## src/rtl/rx_module_pkg.sv

```systemverilog
// Shared UART constants, bit-timing helpers and receiver FSM state encoding.
// Also used by the transmit path so both directions agree on the line rate.
package rx_module_pkg;

    localparam int UART_CLK_FREQ = 50_000_000;
    localparam int UART_BAUD     = 9600;

    // Clocks per bit; callers must keep the result >= 4.
    function automatic int bps_cnt(input int clk_freq, input int baud);
        return clk_freq / baud;
    endfunction

    // Mid-bit sample offset.
    function automatic int bps_half(input int clk_freq, input int baud);
        return bps_cnt(clk_freq, baud) / 2;
    endfunction

    typedef enum logic [2:0] {
        IDLE   = 3'd0,
        START  = 3'd1,
        DATA   = 3'd2,
        PARITY = 3'd3,
        STOP   = 3'd4
    } rx_state_e;

endpackage

```

## src/rtl/rx_module_bps.sv

```systemverilog
// rx_bps_module: bit timer. Counts 0..BPS_CNT-1 and wraps; Count_Clr zeroes it.
// Ports: CLK, RSTn (async low), Count_Clr in; BPS_CLK (mid-bit strobe),
// BPS_END (last cycle of the bit, i.e. wrap) out.
module rx_bps_module
    import rx_module_pkg::*;
#(
    parameter int BPS_CNT  = bps_cnt(UART_CLK_FREQ, UART_BAUD),
    parameter int BPS_HALF = bps_half(UART_CLK_FREQ, UART_BAUD)
) (
    input  logic CLK,
    input  logic RSTn,
    input  logic Count_Clr,
    output logic BPS_CLK,
    output logic BPS_END
);

    localparam int CW = (BPS_CNT > 1) ? $clog2(BPS_CNT) : 1;

    logic [CW-1:0] cnt_q;
    logic [CW-1:0] cnt_d;

    assign BPS_CLK = (cnt_q == CW'(BPS_HALF - 1));
    assign BPS_END = (cnt_q == CW'(BPS_CNT - 1));

    always_comb begin
        cnt_d = cnt_q + CW'(1);
        if (Count_Clr || BPS_END) begin
            cnt_d = '0;
        end
    end

    always_ff @(posedge CLK or negedge RSTn) begin
        if (!RSTn) begin
            cnt_q <= '0;
        end else begin
            cnt_q <= cnt_d;
        end
    end

endmodule

```

## src/rtl/rx_module.sv

```systemverilog
// rx_module: 8N1 UART receiver (LSB first) with 2-flop synchronizer and
// mid-bit sampling. Optional even-parity bit when RX_PARITY_EN is defined.
// Ports: CLK, RSTn (async low), RX_Pin_In (serial, idle high), RX_En_Sig
// (level enable) in; RX_Data (last good byte), RX_Done_Sig, RX_Frame_Err,
// RX_Parity_Err (one-cycle pulses; parity pulse tied 0 without RX_PARITY_EN).
module rx_module
    import rx_module_pkg::*;
#(
    parameter int CLK_FREQ = UART_CLK_FREQ,
    parameter int BAUD     = UART_BAUD
) (
    input  logic       CLK,
    input  logic       RSTn,
    input  logic       RX_Pin_In,
    input  logic       RX_En_Sig,
    output logic [7:0] RX_Data,
    output logic       RX_Done_Sig,
    output logic       RX_Frame_Err,
    output logic       RX_Parity_Err
);

    localparam int BPS_CNT  = bps_cnt(CLK_FREQ, BAUD);
    localparam int BPS_HALF = bps_half(CLK_FREQ, BAUD);

    logic rx_s1_q, rx_s1_d;
    logic rx_s2_q, rx_s2_d;
    logic rx_s3_q, rx_s3_d;
    logic h2l;

    rx_state_e state_q, state_d;
    logic [2:0] idx_q, idx_d;
    logic [7:0] shreg_q, shreg_d;
    logic [7:0] data_q, data_d;
    logic       done_q, done_d;
    logic       ferr_q, ferr_d;
`ifdef RX_PARITY_EN
    logic       perr_q, perr_d;
`endif

    logic count_clr;
    logic bps_clk;
    logic bps_end;

    rx_bps_module #(
        .BPS_CNT  (BPS_CNT),
        .BPS_HALF (BPS_HALF)
    ) u_bps (
        .CLK       (CLK),
        .RSTn      (RSTn),
        .Count_Clr (count_clr),
        .BPS_CLK   (bps_clk),
        .BPS_END   (bps_end)
    );

    assign rx_s1_d = RX_Pin_In;
    assign rx_s2_d = rx_s1_q;
    assign rx_s3_d = rx_s2_q;
    assign h2l     = rx_s3_q & ~rx_s2_q;

    always_comb begin
        state_d = state_q;
        idx_d   = idx_q;
        shreg_d = shreg_q;
        data_d  = data_q;
        done_d  = 1'b0;
        ferr_d  = 1'b0;
`ifdef RX_PARITY_EN
        perr_d  = 1'b0;
`endif
        if (state_q != IDLE && !RX_En_Sig) begin
            state_d = IDLE;
        end else begin
            unique case (state_q)
                IDLE: begin
                    if (RX_En_Sig && h2l) begin
                        state_d = START;
                    end
                end
                START: begin
                    // Line back high at mid-start: glitch, not a frame.
                    if (bps_clk && rx_s2_q) begin
                        state_d = IDLE;
                    end else if (bps_end) begin
                        state_d = DATA;
                        idx_d   = 3'd0;
                    end
                end
                DATA: begin
                    if (bps_clk) begin
                        shreg_d[idx_q] = rx_s2_q;
                    end
                    if (bps_end) begin
                        if (idx_q == 3'd7) begin
`ifdef RX_PARITY_EN
                            state_d = PARITY;
`else
                            state_d = STOP;
`endif
                        end else begin
                            idx_d = idx_q + 3'd1;
                        end
                    end
                end
`ifdef RX_PARITY_EN
                PARITY: begin
                    if (bps_clk && (rx_s2_q != ^shreg_q)) begin
                        perr_d  = 1'b1;
                        state_d = IDLE;
                    end else if (bps_end) begin
                        state_d = STOP;
                    end
                end
`endif
                STOP: begin
                    // Leave at mid-stop so a start edge right at the
                    // nominal stop end is still caught.
                    if (bps_clk) begin
                        state_d = IDLE;
                        if (rx_s2_q) begin
                            data_d = shreg_q;
                            done_d = 1'b1;
                        end else begin
                            ferr_d = 1'b1;
                        end
                    end
                end
                default: begin
                    state_d = IDLE;
                end
            endcase
        end
        count_clr = (state_d != state_q) || (state_q == IDLE);
    end

    always_ff @(posedge CLK or negedge RSTn) begin
        if (!RSTn) begin
            rx_s1_q <= 1'b1;
            rx_s2_q <= 1'b1;
            rx_s3_q <= 1'b1;
            state_q <= IDLE;
            idx_q   <= 3'd0;
            shreg_q <= 8'h00;
            data_q  <= 8'h00;
            done_q  <= 1'b0;
            ferr_q  <= 1'b0;
        end else begin
            rx_s1_q <= rx_s1_d;
            rx_s2_q <= rx_s2_d;
            rx_s3_q <= rx_s3_d;
            state_q <= state_d;
            idx_q   <= idx_d;
            shreg_q <= shreg_d;
            data_q  <= data_d;
            done_q  <= done_d;
            ferr_q  <= ferr_d;
        end
    end

`ifdef RX_PARITY_EN
    always_ff @(posedge CLK or negedge RSTn) begin
        if (!RSTn) begin
            perr_q <= 1'b0;
        end else begin
            perr_q <= perr_d;
        end
    end
    assign RX_Parity_Err = perr_q;
`else
    assign RX_Parity_Err = 1'b0;
`endif

    assign RX_Data      = data_q;
    assign RX_Done_Sig  = done_q;
    assign RX_Frame_Err = ferr_q;

endmodule

```

## config.mk

```make
export PLATFORM = sky130hd
export DESIGN_NAME = rx_module
export DESIGN_NICKNAME = d
export VERILOG_FILES = /design/src/rtl/rx_module_pkg.sv /design/src/rtl/rx_module_bps.sv /design/src/rtl/rx_module.sv
export SDC_FILE = /design/constraint.sdc
export NUM_CORES = 1
export LEC_CHECK = 0
export CAP_MARGIN = 30
export CORE_ASPECT_RATIO = 0.8
export CORE_MARGIN = 1.5
export CORE_UTILIZATION = 35
export CTS_CLUSTER_DIAMETER = 50
export DETAILED_ROUTE_END_ITERATION = 10
export HOLD_SLACK_MARGIN = 0.06
export SLEW_MARGIN = 20
export SYNTH_ARGS = -nofsm -noshare
export SYNTH_HDL_FRONTEND = slang
export SYNTH_SLANG_ARGS = --single-unit
```

## constraint.sdc

```tcl
create_clock -name CLK -period 2.01 [get_ports CLK]
set_input_delay 0.5025 -clock CLK [delete_from_list [all_inputs] [get_ports CLK]]
set_output_delay 0.5025 -clock CLK [all_outputs]
set_load 0.1 [all_outputs]
```

Figure 1. Gate-type map.
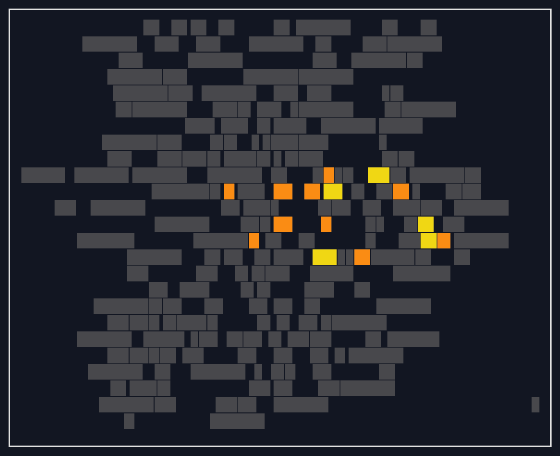
| family | colour | cells | most used |
|---|---|---|---|
| non-inverting ao/oa cells | yellow | 5 | o21a_1 |
| aoi and oai cells | orange | 10 | o21ai_0 |
most frequent standard cell in the layout excluding fill and tap cells: dfrtp_1
Comb/total area: 0.408
non-filler cells in the finished layout: 292

Figure 2. The clock network.
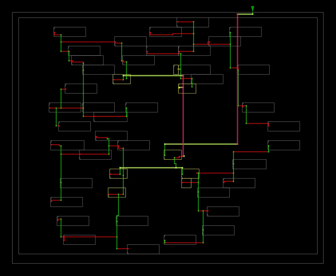
clock buffer count from CTS: 5
Clock group: 560 uW
Clock Skews: 0.00905 ns
layout clock buffer count: 7

Figure 3. Signal wires by layer.
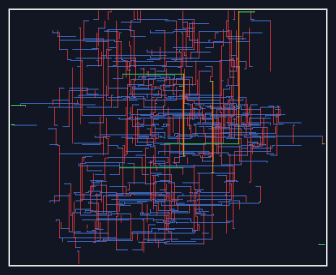
| layer | colour | wire length |
|---|---|---|
| M1 | blue | 2170 um |
| M4 | orange | 86.4 um |
| M2 | red | 1720 um |
| M3 | green | 69.6 um |
total wire length: 4.05 mm
overall fraction of global-route tracks in use: 0.141

-- worst reg2reg max path: cells and delay by family (launching register included) --
family	cells	cell delay, ns
DFF	1	0.35
and+or+nand+nor	3	0.73
adders and majority gates	1	0.17
muxes	1	0.36
buffers and inverters	1	0.21
-- cell usage in the layout (no fill, tap or decap), drive strengths merged, types with 3 or more instances in the layout --
cell	netlist	layout
nor3	15	15
nor4	6	6
mux2	16	16
and3b	3	3
nor4b	3	3
nor3b	4	4
nand3	7	7
nor2	6	6
xor2	10	10
buf	9	32
dfstp	3	3
dfrtp	37	37
nand2b	4	4
clkbuf	4	7
ha	3	3
o21ai	3	3
and4	4	4
nand4	7	7
nand2	5	5
nand4b	3	3
-- synth_stat cells, drive strengths merged --
cell     n  area [um^2]
clkbuf   4         15.0
nor2     6         22.5
buf      9         60.1
mux2    16          180
nor4b    3         38.8
o21a     2         15.0
a21oi    1         5.00
and3b    3         26.3
nand4b   3         26.3
dfstp    3         78.8
nand2b   4         25.0
or3      1         6.26
a311o    1         10.0
and4bb   1         12.5
o22ai    1         6.26
o221ai   2         17.5
o31a     1         8.76
o211ai   2         15.0
and2     2         12.5
nor4bb   2         20.0
xnor2    1         8.76
nand4    7         43.8
nor3b    4         35.0
maj3     1         10.0
nand2    5         18.8
a211oi   1         7.51
nand3    7         35.0
nand3b   1         7.51
nor4     6         37.5
or3b     2         17.5
nor2b    2         12.5
o41a     1         11.3
ha       3         37.5
and3     2         12.5
inv      2         7.51
and4     4         37.5
nor3    15          125
dfrtp   37          926
xor2    10         87.6
o21ai    3         15.0
conb     1         3.75
-- power groups by stage --
stage | logic, uW | registers [uW] | clock network [uW]
6_report | 438 | 854 | 560
5_1_grt | 480 | 858 | 606
4_1_cts | 439 | 855 | 573
3_5_place_dp | 437 | 871 | 0
3_3_place_gp | 440 | 870 | 0
2_1_floorplan | 274 | 870 | 0
-- timing repair --
item	in CTS	in global routing
gates resized	0	5
endpoints found under the setup margin	0	8
hold endpoints to repair	0	0
-- per-stage QoR --
| stage | cells | total power [uW] | area (um^2) |
|---|---|---|---|
| floorplan | 182 | 1140 | 2100 |
| global placement | 284 | 1310 | 2430 |
| detailed placement | 284 | 1310 | 2430 |
| CTS | 292 | 1870 | 2530 |
| global route | 292 | 1940 | 2560 |
| finish | 292 | 1850 | 2560 |
-- final timing paths --
path                             endpoint  slack [ns]
min                        u_bps.cnt_q[0]        0.14
min reg2reg                       rx_s2_q        0.37
max in group asynchronous      shreg_q[4]        1.30
max reg2reg                    shreg_q[6]        0.08
min in group CLK                  rx_s2_q        0.37
max                            shreg_q[6]        0.08
-- final cells by class --
type,instances,area [um^2]
clock buffer,7,86.3
clock inverter,1,7.51
fill,555,3290
inverter,2,7.51
multi-input combinational,127,1050
sequential,40,1000
tap,81,101
timing repair buffer,34,308
-- cells by family after synthesis --
group	synth area share
muxes	0.0858
buffers and inverters	0.0393
adders and majority gates	0.0226
AOI/OAI and AO/OA	0.0530
and+or+nand+nor	0.273
other	0.00179
xor gates and xnor gates	0.0459
DFF	0.479
-- flip-flops by register name (all words and copies together) (netlist names), 3 cells and up --
name and count:
state_q 3, idx_q 3, RX_Data 8, u_bps.cnt_q 13
shreg_q 8
==> run summary <==
The synthesis and PnR run went through. The flow ran to the end, and the final reports show no timing, DRC or antenna violations. Post-route fraction of the period consumed by the critical path landed at 0.961. The worst register-to-register path has a depth of 6. Number of core rows landed at 25. Smallest hold slack landed at ~0.14 ns. TritonCTS built the clock tree. For this run, global-route usage on met2 was measured as 0.192. According to the Yosys statistics, the synthesized design has a chip area of between 0.002 and 0.0025 mm^2. Number of pins with negative max-slew slack in the final report landed at 0. The share of total power dissipated in sequential elements is 0.461. The post-route report lists met1 wire length as 2.17 mm. The later pin in the worst-skew pair is clocked with a latency of around 0.29 ns. Cell total in the yosys stat output landed at roughly 180. Number of DRC markers in iteration 0 landed at approximately 67. Highest attainable clock frequency landed at about 520 MHz. Number of library cell types mapped by synthesis landed at 49.

Final HPWL from detailed placement landed at 2.88 mm. The placement summary gives the final routability congestion estimate as approximately 0.8. Biggest fanout along the worst timing path landed at 12. The cell sitting at the root of the clock tree is a clkbuf_8. CTS built an H-tree with a depth of 2. The post-synth register bit count is approximately 40. After clock tree synthesis, the setup repair step added 0 buffers. Sum of met3 wire segment lengths after detailed routing landed at just under 70 um.

At the end of the flow the core is filled with cells to 0.438. Initial antenna violation count landed at 0. Post-cts hold-fix buffer tally landed at 0. First-pass GRT wire length landed at a little under 7 mm. The number of global-route vias before repair came to approximately 1400. Area of the core region landed at slightly below 0.006 mm^2. Post-route DRC violation count landed at 0.

Initial core utilization landed at 0.359. Of the total power, the share spent switching nets is 0.290. Vertical die size landed at slightly above 70 um. Aggregate global routing overflow landed at 0.

The worst setup path is launched from a flop. The final timing report counts setup violations totalling 0. Number of warnings issued by yosys landed at 0. For the worst reg-to-reg path, the startpoint reported by OpenROAD is u_bps.cnt_q[0].

Using the TritonRoute via totals, the vias-per-cell ratio works out to a little over 5. Global-route met3 utilization landed at 0.0307. Die outline width landed at roughly 90 um.

The script extracted a net switching power of roughly 540 uW. Final layout net count landed at roughly 220. Number of buffers and inverters on the critical path landed at 1. Mapped cell area landed at between 0.002 and 0.0025 mm^2. The repair_antennas step left the layout with diodes totalling 0. Entering global routing, the biggest net connects 19 pins.

Detail-routed net length per standard cell landed at about 14 um. Maximum number of buffers from clock root to sink landed at 2. In the final layout, the share of cells above drive strength 1 is 0.360.

Per the OpenROAD timing report, the critical path contains 6 cells. Die area landed at between 0.006 and 0.007 mm^2. In the setup report, the worst path falls into the class flop to flop. Setup total negative slack on the finished layout was measured at 0 ns. Setup repair after global routing could not meet its margin everywhere. The launch point of the critical path was reported as u_bps.cnt_q[0].

The worst setup path is captured at a flop. Met2 routed wirelength landed at ~1.7 mm. Walking the worst path, the cells encountered are ha_1 > nor3b_4 > nand4_1 > buf_4 > nor4_1 > mux2_1. The average instance in the mapped netlist occupies between 10 and 15 um^2. From synthesis to final layout, the design area changed by 22.0%.

The count of buffers added on input and output ports is 13. Final hold violation count landed at 0. Maximum vdd drop landed at between 200 and 300 uV. Iteration count of the initial detailed-routing pass landed at 4. According to the I/O placement log, the pin count is 15. The highest metal layer carrying signal wires in the routed design is met4. The run reported a max-capacitance violation count of 0. Shortest period the worst path allows landed at 1.93 ns. On the critical path, the stage with the largest delay is an instance of mux2_1. Across all stage logs, warnings added up to 27. The type recorded for the worst min-delay path is input port to async pin.

Post-layout worst setup margin landed at slightly below 0.08 ns. On the worst path, the slowest cell contributes a delay of about 0.36 ns. Worst slack at placement landed at -0.0717 ns. When the netlist entered floorplanning its net count stood at about 190.

The cell family contributing the most delay on the critical path is simple AND/OR/NAND/NOR gates. The leakage power in the latest report is between 0.001 and 0.0015 uW. On met1, the global router reports a usage of 0.217. Part of the Yosys area used for sequential elements landed at 0.479. Nets still carrying antenna violations after routing amount to 0. Arrival time reported for the critical path endpoint landed at around 2.1 ns. The global routing stage identified its most utilized layer as met1. Fraction of power consumed by combinational cells landed at 0.237. Clock power share landed at 0.302. Detailed routing inserted a total of approximately 1500 vias. Register clock-pin slew on the reported worst setup and hold paths landed at around 0.080 ns.

Data required time of the worst path landed at ~2.2 ns. The cell count after synthesis came out at 182. Counting every sink on the clock net gives roughly 40. Power density over the cells landed at just over 700 mW/mm^2. In the power breakdown, the internal column shows 1320 uW.
Power is estimated from default activity; no workload was simulated.
